<file path="config.mk">
export PLATFORM = sky130hd
export DESIGN_NAME = eq_band_mixer
export DESIGN_NICKNAME = d
export VERILOG_FILES = /design/src/rtl/eq_band_mixer.sv
export SDC_FILE = /design/constraint.sdc
export NUM_CORES = 2
export LEC_CHECK = 0
export CAP_MARGIN = 20
export CELL_PAD_IN_SITES_DETAIL_PLACEMENT = 0
export CELL_PAD_IN_SITES_GLOBAL_PLACEMENT = 1
export CORE_UTILIZATION = 44
export CTS_CLUSTER_DIAMETER = 60
export DETAILED_ROUTE_END_ITERATION = 16
export GPL_ROUTABILITY_DRIVEN = 0
export MAX_ROUTING_LAYER = met4
export PLACE_DENSITY_LB_ADDON = 0.1
export SYNTH_ARGS = -nofsm -noshare
export SYNTH_HDL_FRONTEND = slang
export SYNTH_SLANG_ARGS = --single-unit
</file>
<file path="constraint.sdc">
create_clock -name i_clk -period 10.5 [get_ports i_clk]
set_clock_uncertainty 0.1 [all_clocks]
set_input_delay 1.575 -clock i_clk [delete_from_list [all_inputs] [get_ports i_clk]]
set_output_delay 1.575 -clock i_clk [all_outputs]
set_load 0.02 [all_outputs]
</file>
<file path="src/rtl/eq_band_mixer.sv">
// Equalizer recombination: scales ten band samples by programmable Q2.14 gains and sums them
// on a single time-multiplexed MAC. Optional per-band mute enabled by defining EQ_BAND_MUTE_EN.
module eq_band_mixer #(
  parameter int            NBANDS = 10,
  parameter int            GW     = 16,
  parameter logic [GW-1:0] UNITY  = 16'h4000
) (
  input  logic        i_clk,
  input  logic        i_rst,
  input  logic        i_en,
  input  logic [23:0] i_band_lp,
  input  logic [23:0] i_band_64_125,
  input  logic [23:0] i_band_125_250,
  input  logic [23:0] i_band_250_500,
  input  logic [23:0] i_band_500_1k,
  input  logic [23:0] i_band_1k_2k,
  input  logic [23:0] i_band_2k_4k,
  input  logic [23:0] i_band_4k_8k,
  input  logic [23:0] i_band_8k_16k,
  input  logic [23:0] i_band_hp,
  input  logic        i_gain_wr,
  input  logic [3:0]  i_gain_addr,
  input  logic [15:0] i_gain_data,
`ifdef EQ_BAND_MUTE_EN
  input  logic [9:0]  i_mute,
`endif
  output logic        o_gain_rdy,
  output logic [23:0] o_data,
  output logic        o_valid,
  output logic        o_overrun
);

  localparam int DATA_W = 24;
  localparam int PROD_W = DATA_W + GW;
  localparam int ACC_W  = PROD_W + 4;

  localparam logic [1:0] S_IDLE = 2'd0;
  localparam logic [1:0] S_MAC  = 2'd1;
  localparam logic [1:0] S_OUT  = 2'd2;

  localparam logic signed [ACC_W-1:0] RND     = ACC_W'(8192);
  localparam logic signed [ACC_W-1:0] SAT_MAX = ACC_W'(8388607);
  localparam logic signed [ACC_W-1:0] SAT_MIN = ~SAT_MAX;

  function automatic logic signed [DATA_W-1:0] round_sat(input logic signed [ACC_W-1:0] a);
    logic signed [ACC_W-1:0] r;
    r = (a + RND) >>> (GW - 2);
    if (r > SAT_MAX)      return SAT_MAX[DATA_W-1:0];
    else if (r < SAT_MIN) return SAT_MIN[DATA_W-1:0];
    else                  return r[DATA_W-1:0];
  endfunction

  logic signed [DATA_W-1:0] band_in [NBANDS];
  logic [NBANDS-1:0]        mute_in;
  logic signed [GW-1:0]     gain    [NBANDS];

  logic signed [DATA_W-1:0] band_p0 [NBANDS];
  logic signed [GW-1:0]     gain_p0 [NBANDS];
  logic signed [PROD_W-1:0] prod_p0;
  logic signed [ACC_W-1:0]  acc_p1;
  logic [1:0]               state;
  logic [3:0]               idx;

  assign band_in[0] = i_band_lp;
  assign band_in[1] = i_band_64_125;
  assign band_in[2] = i_band_125_250;
  assign band_in[3] = i_band_250_500;
  assign band_in[4] = i_band_500_1k;
  assign band_in[5] = i_band_1k_2k;
  assign band_in[6] = i_band_2k_4k;
  assign band_in[7] = i_band_4k_8k;
  assign band_in[8] = i_band_8k_16k;
  assign band_in[9] = i_band_hp;

`ifdef EQ_BAND_MUTE_EN
  assign mute_in = i_mute;
`else
  assign mute_in = '0;
`endif

  assign o_gain_rdy = (state == S_IDLE);

  // Stage p0: sample buffer; gains are snapshotted with the bands so a write landing on the
  // same edge only affects the following sample.
  always_ff @(posedge i_clk) begin
    if (state == S_IDLE && i_en) begin
      for (int i = 0; i < NBANDS; i++) begin
        band_p0[i] <= mute_in[i] ? '0 : band_in[i];
        gain_p0[i] <= gain[i];
      end
    end
  end

  assign prod_p0 = band_p0[idx] * gain_p0[idx];

  // Stage p1: accumulate one band per clock, then round/saturate into the output register.
  always_ff @(posedge i_clk) begin
    if (i_rst) begin
      state     <= S_IDLE;
      idx       <= '0;
      acc_p1    <= '0;
      o_data    <= '0;
      o_valid   <= 1'b0;
      o_overrun <= 1'b0;
      for (int i = 0; i < NBANDS; i++) gain[i] <= UNITY;
    end else begin
      o_valid <= 1'b0;
      if (i_en && state != S_IDLE) o_overrun <= 1'b1;
      if (state == S_IDLE && i_gain_wr && i_gain_addr < 4'(NBANDS))
        gain[i_gain_addr] <= i_gain_data;
      case (state)
        S_IDLE: begin
          if (i_en) begin
            acc_p1 <= '0;
            idx    <= '0;
            state  <= S_MAC;
          end
        end
        S_MAC: begin
          acc_p1 <= acc_p1 + ACC_W'(prod_p0);
          if (idx == 4'(NBANDS - 1)) state <= S_OUT;
          else                       idx   <= idx + 4'd1;
        end
        S_OUT: begin
          o_data  <= round_sat(acc_p1);
          o_valid <= 1'b1;
          state   <= S_IDLE;
        end
        default: state <= S_IDLE;
      endcase
    end
  end

endmodule

</file>
**Clock nets**

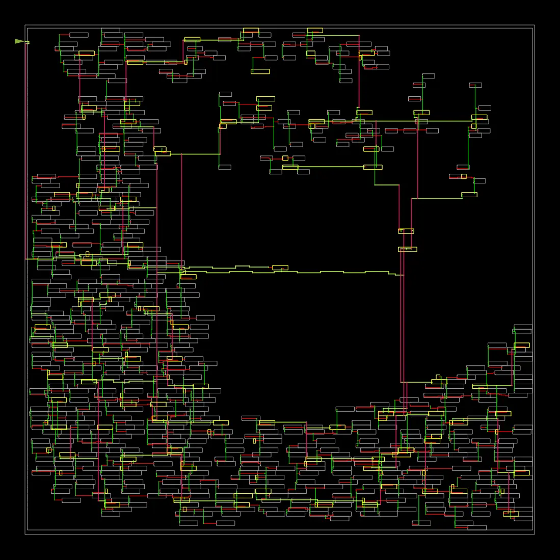
clk sinks: 640
seq_cells: 640
clock buffer count: 99

**I/O nets highlighted**

(1.5 px per um)
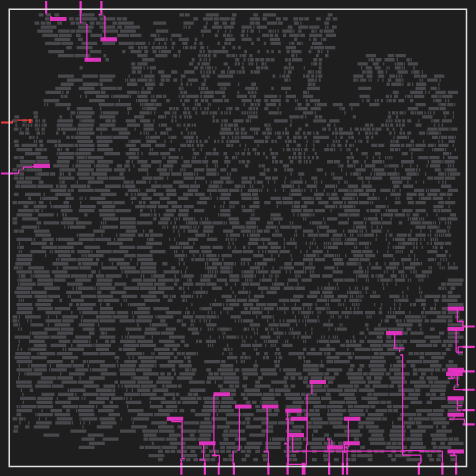
Key: red = i_gain_wr [bits 1, direction input, edge west, end cells 1, buffers 1, wire 11.9 um]; magenta = i_band_lp [bits 24, direction input, edge 14 south, 6 east, 3 north, 1 west, end cells 24, buffers 24, wire 895 um]

**Sequential cells coloured by netlist name**

(1 px per um)
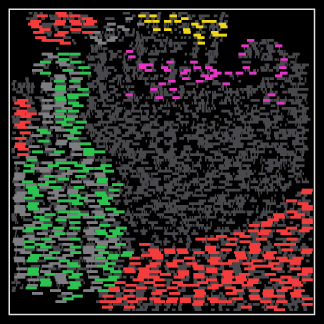
Key: magenta = acc_p1 [flops 44]; red = band_p0 [flops 240, where all over the die]; green = gain_p0 [flops 160]; yellow = o_data [flops 24, where north]
Another 172 sequential cells are not coloured.

==> results.yml <==
# generated from flow reports
hold_path:
  hold_depth: 0
  hold_end: "gain_p0[5][14]"
  min_from: "gain[5][14]"
synthesis:
  top_area_cell: "edfxtp_1"
  compound_area_frac: 0.0512
  syn_inst: 3239
  ys_sh_adder: 0.256
  edf_count: 560
  synthArstFlopShare: 0
  flop_cell: "edfxtp_1"
  top_area_frac: 0.420
  synth-seq-area-share: 0.460
route:
  route.met3.wl_um: 3780
  routed.top_layer: "met4"
  met2WireLength_um: 56600
  initialDrtViolationCount: 1706
  routed_wl_um: 104000
  met1_length_um: 41000
  via_count: 25117
  drc: 0
floorplan:
  core_mm2: 0.0901
  die_h_um: 304
  die_w_um: 304
  tap_cells: 1176
  dieArea_mm2: 0.0923
place:
  pre_cts_ws_ns: 1.38
  io_buffers: 290
  placed_cells: 4639
  dpl.hpwl_um: 80100
final_timing:
  tns_ns: 0
  slew_headroom: 0.208
  drv_slew: 0
  rsz0062_at_grt: "no"
  hold_viol: 0
  setup_violations: 0
finish:
  stdcell_area_mm2: 0.0470
  insertedDiodeCount: 6
  drive_above_1_share: 0.0925
  final-clk-cell-share: 0.0515
  n_fill_cell: 7855
critical_path:
  reg2reg_to: "acc_p1[35]"
  cp_common_cell: "fa_1"
  crit_buf_inv: 5
  path_max_fanout: 46
  cp_top_family: "adder cells"
  start_kind: "flip-flop"
  cp_data_required_time_ns: 10.95
outcome:
  status: "completed"
global_route:
  gr-usage-met3: 0.0292
  grt_pass1_vias: 27652
  antenna_found_initial: 6
  grtUsageMet2: 0.434
clocking:
  cts_setup_buffers: 0
  worstSkewPairLatency_ns: 0.66
-- flip-flops by register name, summed over array words and instances, names as in the netlist, named ones only --
| register | cells |
|---|---|
| gain | 160 |
| o_overrun | 1 |
| gain_p0 | 160 |
| idx | 4 |
| acc_p1 | 44 |
| state | 2 |
| o_data | 24 |
| band_p0 | 240 |
| o_valid | 1 |
-- cells in the final DEF (no fill, tap or decap), drive strengths merged, types with 66 or more instances in the layout --
cell | synthesis | layout
mux4 | 80 | 80
o21ai | 81 | 81
edfxtp | 560 | 560
buf | 35 | 66
inv | 503 | 509
nand2 | 239 | 239
fa | 434 | 434
ha | 126 | 126
clkdlybuf4s50 | 0 | 289
clkbuf | 93 | 99
dfxtp | 80 | 80
nor2 | 449 | 449
